--- src/rtl/instr_fetch_issue_pkg.sv ---
// Shared definitions for the instruction fetch/issue front end: word
// classification bit, half-select encodings and the fetch FSM states.
package instr_fetch_issue_pkg;

    // Bit 31 set marks a single long movl/movh word; clear marks two packed halves.
    localparam int   LONG_BIT   = 31;
    localparam logic HALF_UPPER = 1'b0;
    localparam logic HALF_LOWER = 1'b1;

    typedef enum logic [1:0] {
        S_REQ   = 2'd0,
        S_WAIT  = 2'd1,
        S_ISSUE = 2'd2
    } fetch_state_t;

    function automatic logic is_long(input logic [31:0] word);
        return word[LONG_BIT];
    endfunction

endpackage

--- src/rtl/instr_fetch_issue_if.sv ---
// Bundles the instruction-memory request/response bus and the decoder issue
// bus. The fetch unit is the master; memory plus decoder form the slave side.
interface instr_fetch_issue_if #(
    parameter int WIDTH      = 32,
    parameter int ADDR_WIDTH = 16
);
    logic                  mem_req;
    logic [ADDR_WIDTH-1:0] mem_addr;
    logic                  mem_gnt;
    logic                  mem_valid;
    logic [WIDTH-1:0]      mem_rdata;
    logic                  dec_en;
    logic [WIDTH-1:0]      long_instr;
    logic                  instr_choose;
    logic                  dec_ready;
    logic [ADDR_WIDTH-1:0] pc;

    modport master (
        output mem_req, mem_addr, dec_en, long_instr, instr_choose, pc,
        input  mem_gnt, mem_valid, mem_rdata, dec_ready
    );

    modport slave (
        input  mem_req, mem_addr, dec_en, long_instr, instr_choose, pc,
        output mem_gnt, mem_valid, mem_rdata, dec_ready
    );
endinterface

--- src/rtl/instr_fetch_issue.sv ---
// Instruction fetch and issue: one outstanding word fetch at a time, each word
// issued as a single long instruction or as upper-then-lower half pair, with
// decoder back-pressure, jump redirects and dropping of stale responses.
module instr_fetch_issue
    import instr_fetch_issue_pkg::*;
#(
    parameter int                  WIDTH      = 32,
    parameter int                  ADDR_WIDTH = 16,
    parameter logic [ADDR_WIDTH-1:0] RESET_PC = '0
) (
    input  logic                  clk,
    input  logic                  rst_n,
    instr_fetch_issue_if.master   bus,
    input  logic                  jump_valid,
    input  logic [ADDR_WIDTH-1:0] jump_target,
    input  logic                  jump_half
);

    fetch_state_t          state_q, state_d;
    logic [ADDR_WIDTH-1:0] addr_q, addr_d;
    logic                  half_q, half_d;
    // Count of granted responses still to be thrown away. Normally 0 or 1; a
    // second jump while a stale response and a fresh request are both in
    // flight needs a second count, so two bits are kept.
    logic [1:0]            discard_q, discard_d;
    logic                  req_q, req_d;
    logic                  en_q, en_d;
    logic [WIDTH-1:0]      instr_q, instr_d;
    logic                  choose_q, choose_d;
    logic [ADDR_WIDTH-1:0] pc_q, pc_d;

    logic granted;
    logic drop;
    logic take;
    logic xfer;
    logic last_part;

    assign granted   = req_q & bus.mem_gnt;
    assign drop      = bus.mem_valid & (discard_q != 2'd0);
    assign take      = bus.mem_valid & (discard_q == 2'd0) & (state_q == S_WAIT);
    assign xfer      = en_q & bus.dec_ready;
    assign last_part = instr_q[LONG_BIT] | (choose_q == HALF_LOWER);

    assign bus.mem_req      = req_q;
    assign bus.mem_addr     = addr_q;
    assign bus.dec_en       = en_q;
    assign bus.long_instr   = instr_q;
    assign bus.instr_choose = choose_q;
    assign bus.pc           = pc_q;

    // State and output registers; reset clears everything asynchronously.
    always_ff @(posedge clk or negedge rst_n) begin
        if (!rst_n) begin
            state_q   <= S_REQ;
            addr_q    <= RESET_PC;
            half_q    <= HALF_UPPER;
            discard_q <= 2'd0;
            req_q     <= 1'b0;
            en_q      <= 1'b0;
            instr_q   <= '0;
            choose_q  <= HALF_UPPER;
            pc_q      <= RESET_PC;
        end else begin
            state_q   <= state_d;
            addr_q    <= addr_d;
            half_q    <= half_d;
            discard_q <= discard_d;
            req_q     <= req_d;
            en_q      <= en_d;
            instr_q   <= instr_d;
            choose_q  <= choose_d;
            pc_q      <= pc_d;
        end
    end

    // Next-state logic: jumps override everything, otherwise REQ -> WAIT -> ISSUE.
    always_comb begin
        state_d   = state_q;
        addr_d    = addr_q;
        half_d    = half_q;
        discard_d = discard_q;
        en_d      = en_q;
        instr_d   = instr_q;
        choose_d  = choose_q;
        pc_d      = pc_q;

        if (drop) begin
            discard_d = discard_q - 2'd1;
        end

        if (jump_valid) begin
            // A granted request whose data is still out becomes stale.
            if (((state_q == S_WAIT) && !take) || ((state_q == S_REQ) && granted)) begin
                discard_d = discard_d + 2'd1;
            end
            en_d    = 1'b0;
            addr_d  = jump_target;
            half_d  = jump_half;
            state_d = S_REQ;
        end else begin
            case (state_q)
                S_REQ: begin
                    if (granted) begin
                        state_d = S_WAIT;
                    end
                end
                S_WAIT: begin
                    if (take) begin
                        instr_d  = bus.mem_rdata;
                        pc_d     = addr_q;
                        en_d     = 1'b1;
                        choose_d = is_long(bus.mem_rdata) ? HALF_UPPER : half_q;
                        state_d  = S_ISSUE;
                    end
                end
                S_ISSUE: begin
                    if (xfer) begin
                        if (last_part) begin
                            en_d    = 1'b0;
                            addr_d  = addr_q + ADDR_WIDTH'(1);
                            half_d  = HALF_UPPER;
                            state_d = S_REQ;
                        end else begin
                            choose_d = HALF_LOWER;
                        end
                    end
                end
                default: state_d = S_REQ;
            endcase
        end

        req_d = (state_d == S_REQ);
    end

endmodule
--- src/flat_wrapper.sv ---
// flat-port wrapper written by rule: the top's interface ports become plain ports
module instr_fetch_issue_flat import instr_fetch_issue_pkg::*;
#(
    parameter int                  WIDTH      = 32,
    parameter int                  ADDR_WIDTH = 16,
    parameter logic [ADDR_WIDTH-1:0] RESET_PC = '0
)
  (clk, rst_n, jump_valid, jump_target, jump_half, bus_mem_req, bus_mem_addr, bus_dec_en, bus_long_instr, bus_instr_choose, bus_pc, bus_mem_gnt, bus_mem_valid, bus_mem_rdata, bus_dec_ready);
  instr_fetch_issue_if #(.WIDTH(WIDTH), .ADDR_WIDTH(ADDR_WIDTH)) bus_i ();
  input  logic clk;
  input  logic rst_n;
  input  logic jump_valid;
  input  logic [ADDR_WIDTH-1:0] jump_target;
  input  logic jump_half;
  output wire logic [$bits(bus_i.mem_req)-1:0] bus_mem_req;
  output wire logic [$bits(bus_i.mem_addr)-1:0] bus_mem_addr;
  output wire logic [$bits(bus_i.dec_en)-1:0] bus_dec_en;
  output wire logic [$bits(bus_i.long_instr)-1:0] bus_long_instr;
  output wire logic [$bits(bus_i.instr_choose)-1:0] bus_instr_choose;
  output wire logic [$bits(bus_i.pc)-1:0] bus_pc;
  input wire logic [$bits(bus_i.mem_gnt)-1:0] bus_mem_gnt;
  input wire logic [$bits(bus_i.mem_valid)-1:0] bus_mem_valid;
  input wire logic [$bits(bus_i.mem_rdata)-1:0] bus_mem_rdata;
  input wire logic [$bits(bus_i.dec_ready)-1:0] bus_dec_ready;
  assign bus_mem_req = bus_i.mem_req;
  assign bus_mem_addr = bus_i.mem_addr;
  assign bus_dec_en = bus_i.dec_en;
  assign bus_long_instr = bus_i.long_instr;
  assign bus_instr_choose = bus_i.instr_choose;
  assign bus_pc = bus_i.pc;
  assign bus_i.mem_gnt = bus_mem_gnt;
  assign bus_i.mem_valid = bus_mem_valid;
  assign bus_i.mem_rdata = bus_mem_rdata;
  assign bus_i.dec_ready = bus_dec_ready;
  instr_fetch_issue #(.WIDTH(WIDTH), .ADDR_WIDTH(ADDR_WIDTH), .RESET_PC(RESET_PC)) u_core (.clk(clk), .rst_n(rst_n), .bus(bus_i), .jump_valid(jump_valid), .jump_target(jump_target), .jump_half(jump_half));
endmodule
--- config.mk ---
export PLATFORM = sky130hd
export DESIGN_NAME = instr_fetch_issue_flat
export DESIGN_NICKNAME = d
export VERILOG_FILES = /design/src/rtl/instr_fetch_issue_pkg.sv /design/src/rtl/instr_fetch_issue_if.sv /design/src/rtl/instr_fetch_issue.sv /design/src/flat_wrapper.sv
export SDC_FILE = /design/constraint.sdc
export NUM_CORES = 1
export LEC_CHECK = 0
export CORE_MARGIN = 2
export CORE_UTILIZATION = 40
export DETAILED_ROUTE_END_ITERATION = 10
export PLACE_DENSITY_LB_ADDON = 0.05
export SETUP_SLACK_MARGIN = 0.2
export SYNTH_ARGS = -nofsm -noshare
export SYNTH_HDL_FRONTEND = slang
export SYNTH_SLANG_ARGS = --single-unit
--- constraint.sdc ---
create_clock -name clk -period 3.8 [get_ports clk]
set_clock_uncertainty 0.15 [all_clocks]
set_input_delay 0.76 -clock clk [delete_from_list [all_inputs] [get_ports clk]]
set_output_delay 0.76 -clock clk [all_outputs]
set_load 0.01 [all_outputs]
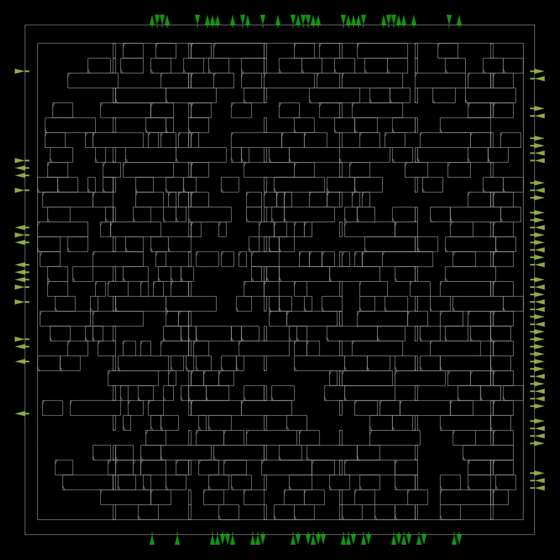
Fig. 1. Placement view (run 1).
Post-Layout Cell Count: 486
placeable core area: 0.00773 sq mm
flip-flops: 72
n_taps: 102

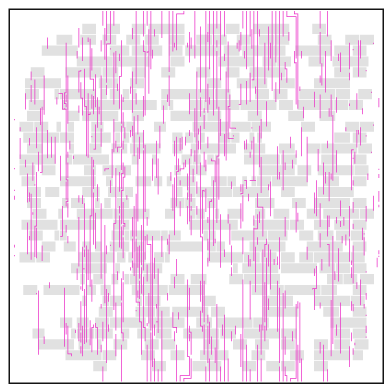
Fig. 2. Met2 routing (run 1).
Scale: 4 px per micron. Cells faint in the background.
longest straight run	32.6 microns
share of all routed wire	48%
wire length on this layer	3480 microns
nets with wire on the layer	388
main direction	vertical

==> impl_metrics.tcl, run 1 <==
# collected from the flow reports
set metrics [dict create \
    worstPathMaxFanout 7 \
    cp-end-kind "flip-flop" \
    worst_pin_slew_ns 0.893 \
    die_width_microns 93.1 \
    drv_slew 0 \
    top_area_share_pct 56.7 \
    postCtsSetupBuffers 0 \
    syn_area_per_cell_sq_um 12.5 \
    groute.usage.overall_pct 17.9 \
    ys_seq_share_pct 56.7 \
    io-pin-count 122 \
    slew_headroom_pct 40.5 \
    top_usage_layer "met2" \
    cts_buffers 9 \
    yosys_warnings 0 \
    path_class "input pin to flip-flop" \
    antenna_left 0 \
    fillers 658 \
    met2_usage_pct 29.0 \
    clock_power_share_pct 20.7 \
    grt.met1_usage_pct 23.2 \
    log.warning_count 26 \
    grt_max_degree 73 \
    synth.distinct_cells 41 \
    cp.required_ns 3.88 \
    clk_pin_slew_ns 0.08 \
    nets 436 \
    run_status "completed" \
    ys_async_sr_fraction_pct 100 \
    aoi_share_pct 6.97 \
    finalHoldViolations 0 \
    drt-total-wl_microns 7260 \
    die_h_microns 93.1 \
    synth-edff-count 0 \
    xor_area_share_pct 2.76 \
    tns_ns 0 \
    seq_power_share_pct 40.8 \
    use_met3_pct 4.11 \
    lay_top_count "clkdlybuf4s50_1" \
    synth.comb.largest_family "multiplexers" \
    arrival_ns 2.45 \
    first_global_vias 2527 \
    synth_cells 254 \
    drt_first_iter_violations 104 \
    mux_area_share_pct 18.0 \
    synth_area_sq_mm 0.00318 \
    r2r.worst_path.cells 6 \
    grt-ovfl-total 0 \
    cts_sinks 72 \
]
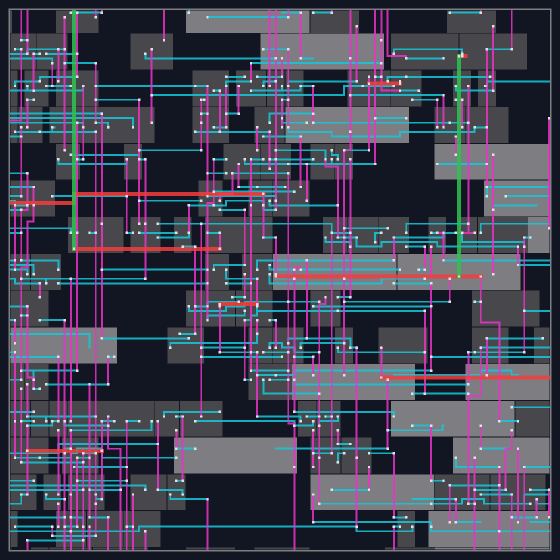
Fig. 3. Zoomed window (run 1).
Region (27, 27) to (67, 67) microns. Cells in gray, sequential cells in the stronger gray; small squares are vias.
layer	color
met3	red
met4	green
met1	cyan
met2	magenta
sequential cells in the window	15
cells with their middle in the window	99
netlist names of flops here include	`u_core.bus.mem_addr` (8), `u_core.bus.pc` (5)
most frequent	dfrtp_1 (15), nor2_1 (9), a31oi_1 (8)

==> run 1: metrics by stage <==
step / hold slack, ns / setup slack (ns) / util, %
5_1_grt: 0.375 / 1.31 / 60.8
3_5_place_dp: 0.345 / 1.08 / 58.2
2_1_floorplan: 0.314 / 1.77 / -
4_1_cts: 0.362 / 1.41 / 60.8
6_report: 0.359 / 1.43 / 60.8
3_3_place_gp: 0.338 / 1.10 / 58.2
==> run 1: synthesized netlist by cell type, types with 2 or more instances <==
library cell and count:
nand2b_1 2, and4_1 3, nand4b_1 2, clkbuf_1 5
mux2i_1 3, buf_2 3, and2_1 2, inv_1 4
or3_1 2, nand3_1 8, a21oi_1 2, xnor2_1 6
or4_1 3, a31oi_1 8, dfrtp_1 72, o21ai_0 14
mux2_2 48, ha_1 2, nor3_1 2, buf_4 3
xor2_1 4, nand4_1 6, nand2_1 18, nor2_1 12
o31ai_1 4
==> run 1: registers in the layout (all words and copies together), names as in the netlist <==
register	count
u_core.state_q	2
u_core.bus.dec_en	1
u_core.half_q	1
u_core.bus.mem_addr	16
u_core.discard_q	2
u_core.bus.instr_choose	1
u_core.bus.long_instr	32
u_core.bus.mem_req	1
u_core.bus.pc	16
==> run 1: path summary, 6_finish.rpt <==
path | from | endpoint
worst max-delay path | bus_dec_ready | u_core.bus.mem_addr[11]$_DFFE_PN0P_
worst min-delay path | u_core.bus.pc[15]$_DFFE_PN0P_ | u_core.bus.pc[15]$_DFFE_PN0P_
worst max register to register | u_core.discard_q[0]$_DFF_PN0_ | u_core.bus.pc[12]$_DFFE_PN0P_
worst min register to register | u_core.bus.pc[15]$_DFFE_PN0P_ | u_core.bus.pc[15]$_DFFE_PN0P_
max in group asynchronous | rst_n | u_core.bus.mem_addr[3]$_DFFE_PN0P_
min in group asynchronous | rst_n | u_core.bus.long_instr[8]$_DFFE_PN0P_
==> run 1: kinds of logic (layout without fill, tap and decap cells) <==
group / Yosys count / count (layout)
DFF: 72 / 72
muxes: 51 / 51
AOI/OAI and AO/OA: 34 / 34
and+or+nand+nor: 69 / 69
buffers and inverters: 16 / 146
adders and majority gates: 2 / 2
xor gates and xnor gates: 10 / 10
==> run 1: worst max-delay path, stage by stage <==
cell	delay, ns
clkdlybuf4s50_1	0.54
o211ai_1	0.30
or3_4	0.51
o31ai_1	0.22
a31oi_1	0.11
==> run 1: power by group through the flow <==
stage | combinational (W) | sequential, W | clock [W]
floorplan | 0.000362 | 0.00135 | 0
global placement | 0.00115 | 0.00123 | 0
CTS | 0.00118 | 0.00123 | 0.000640
detailed placement | 0.00117 | 0.00125 | 0
global route | 0.00124 | 0.00127 | 0.000675
finish | 0.00116 | 0.00123 | 0.000624
==> run 1: area by class of cell <==
type / count / area (sq um) / share of cell area, %
inverter: 5 / 18.8 / 0.400
tap: 102 / 128 / 2.72
multi-input combinational: 166 / 1310 / 27.8
clock inverter: 7 / 78.8 / 1.68
sequential: 72 / 1800 / 38.4
timing repair buffer: 125 / 1240 / 26.4
clock buffer: 9 / 124 / 2.64
==> run 1: layer usage <==
metal | up-vias | part of all wire [%]
met4 | 0 | 1.6
met5 | - | 0
met3 | 10 | 5.5
li1 | 1169 | -
met2 | 75 | 48
met1 | 1170 | 45
Fig. 4: run 1, ports around the boundary
Scale: 4 px per micron. Pins as bars across the die edge, other pins in gray.
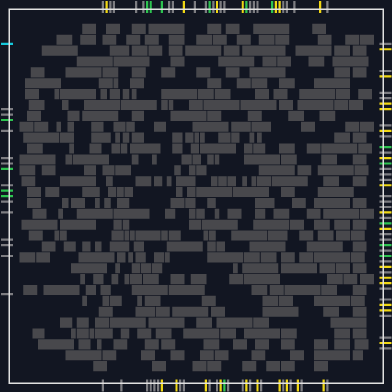

==> inputs of run 2 (changes only) <==
Clock period 3.8 ns to 2.05 ns, I/O delays scaled along.
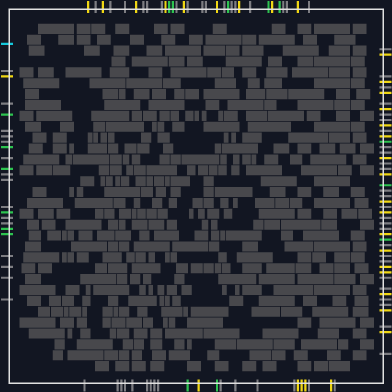
Fig. 5. Ports around the boundary (run 2).
Scale: 4 px per micron. Pins as bars across the die edge, other pins in gray.
port	color	pins	direction	edge
`clk`	cyan	1	input	west
`bus_mem_rdata`	yellow	32	input	17 east, 9 north, 5 south, 1 west
`bus_mem_addr`	green	16	output	6 west, 5 north, 3 east, 2 south
all pins by edge	46 east, 31 north, 23 west, 22 south
PortBufs: 121
Die Span X: 93.1 microns

==> impl_metrics.tcl, run 2 <==
# collected from the flow reports
set metrics [dict create \
    run_status "completed" \
    io-pin-count 122 \
    antenna_found_initial 0 \
    log.warning_count 29 \
    fin_ws_ns 0.170 \
    row_count 32 \
    dp_cells 487 \
    path_delay_family "buffers and inverters" \
    syn_area_per_cell_sq_um 12.5 \
    p_int_w 0.00421 \
    crit_chain "inv_2 > ha_4 > nand4b_1 > nor2_4 > buf_12 > buf_12 > clkbuf_16 > mux2_4" \
    cts_sinks 72 \
    worst-path-buf-inv 4 \
    grt_max_degree 34 \
    hpwl_microns 5320 \
    yosys-top-cells-count "dfrtp_1, mux2_2, nand2_1" \
    slew_headroom_pct 79.6 \
    grt-ovfl-total 0 \
    yosys_warnings 0 \
    peakVddDrop_mv 0.658 \
    period_needed_ns 1.88 \
    ys.flop_type "dfrtp_1" \
    avgRoutedWirePerCell_microns 15.1 \
    critical_path.startpoint "u_core.discard_q[1]$_DFF_PN0_" \
    fin_util_pct 68.3 \
    nets 482 \
    max_freq_mhz 532 \
    reg2reg_from "u_core.discard_q[1]$_DFF_PN0_" \
    p_leak_nw 2.29 \
    max_stage_delay_ns 0.39 \
    ys_seq_share_pct 56.7 \
    synth.distinct_cells 41 \
    cts_tree "done" \
    arrival_ns 1.96 \
    ys.flops 72 \
    max_cap_violations 0 \
    finalHoldViolations 0 \
    first_global_vias 2633 \
    fp_util_pct 41.1 \
    path_class "flip-flop to flip-flop" \
    largest_register_ffs 32 \
    switching_share_pct 28.9 \
    groute.usage.overall_pct 18.4 \
    drt_pre_antenna_iters 4 \
    clk_pin_slew_ns 0.08 \
    fp_nets 311 \
    power_switching_w 0.00171 \
    synth-edff-count 0 \
    cp-start-kind "flip-flop" \
    cp-end-kind "flip-flop" \
    combPwrFrac_pct 42.4 \
    htreeDepth 3 \
    dp_slack_ns -0.234 \
    top_cell "dfrtp_1" \
    clock_power_share_pct 19.5 \
    area_growth_syn_to_layout_pct 66.2 \
    antenna_left 0 \
    ys_async_sr_fraction_pct 100 \
    fillers 591 \
    finalCritPeriodShare_pct 91.7 \
    cp_common_cell "buf_12" \
    drt-total-wl_microns 8030 \
    root_buffer "clkbuf_8" \
    seq_power_share_pct 38.1 \
    lay_top_count "clkdlybuf4s50_1" \
    finalPower_w 0.00592 \
    tns_ns 0 \
    cp.required_ns 2.13 \
    synth_cells 254 \
    slowest_stage "dfrtp_1" \
    core_sq_mm 0.00773 \
    cts_buffers 9 \
    synth_area_sq_mm 0.00318 \
    stdcell_count 532 \
    drv_slew 0 \
    drt_first_iter_violations 60 \
    worstPathMaxFanout 4 \
    top_area_share_pct 56.7 \
    worst_pin_slew_ns 0.304 \
    finalSetupViolCount 0 \
]
run 2: worst register-to-register path: stages, from the launching register on:
cell       delay, ns
dfrtp_1         0.39
inv_2           0.08
ha_4            0.13
nand4b_1        0.16
nor2_4          0.18
buf_12          0.13
buf_12          0.12
clkbuf_16       0.14
mux2_4          0.29
run 2: worst paths after layout:
path	endpoint	cells past startpoint
setup / recovery	u_core.bus.pc[15]$_DFFE_PN0P_	8
hold reg to reg	u_core.bus.long_instr[2]$_DFFE_PN0P_	1
min in group clk	u_core.bus.long_instr[2]$_DFFE_PN0P_	1
hold / removal	u_core.bus.mem_addr[15]$_DFFE_PN0P_	2
setup reg to reg	u_core.bus.pc[15]$_DFFE_PN0P_	8
max in group asynchronous	u_core.bus.long_instr[1]$_DFFE_PN0P_	3
run 2: power groups by stage:
stage	clock, W	sequential (W)	combinational (W)
finish	0.00116	0.00225	0.00251
global route	0.00125	0.00232	0.00268
CTS	0.00118	0.00225	0.00240
detailed placement	0	0.00229	0.00221
global placement	0	0.00227	0.00218
floorplan	0	0.00251	0.000672
run 2: layer usage:
layer / track usage [%] / share of wire, % / vias to the layer above
met5: 0 / 0 / -
met4: 7.84 / 2.2 / 0
met3: 3.95 / 5.9 / 14
met2: 29.8 / 46 / 89
met1: 24.0 / 46 / 1261
li1: - / - / 1273
run 2: what timing repair did:
action / 4_1_cts / 5_1_grt
endpoints found under the hold margin: 20 / 0
resized: 30 / 22
pin swaps: 1 / 9
cloned: 3 / 1
hold buffers: 1 / 0
endpoints found under the setup margin: 68 / 60
setup buffers: 18 / 6
run 2: metrics by stage:
step / instance area, sq um / hold WS, ns
after detailed placement: 4650 / 0.181
after global placement: 4650 / 0.177
after global routing: 5280 / 0.373
after floorplan: 3180 / -0.0356
final: 5280 / 0.355
after CTS: 5140 / 0.356
run 2: logic make-up after synthesis:
group                      synth area share [%]
DFF                                        56.7
and+or+nand+nor                            12.4
muxes                                      18.0
AOI/OAI and AO/OA                          6.97
buffers and inverters                      2.36
xor gates and xnor gates                   2.76
adders and majority gates                 0.788
run 2: area by class of cell:
type,instances,area (sq um),area share [%]
flip-flops and latches,72,1810,34.3
repair buffers,171,1720,32.6
multi-input cells,166,1390,26.4
clock buffers,10,138,2.61
well taps,102,128,2.42
clock inverters,6,67.6,1.28
inverters,5,18.8,0.355
No activity file was given, so power comes from the tool's default toggle rates.
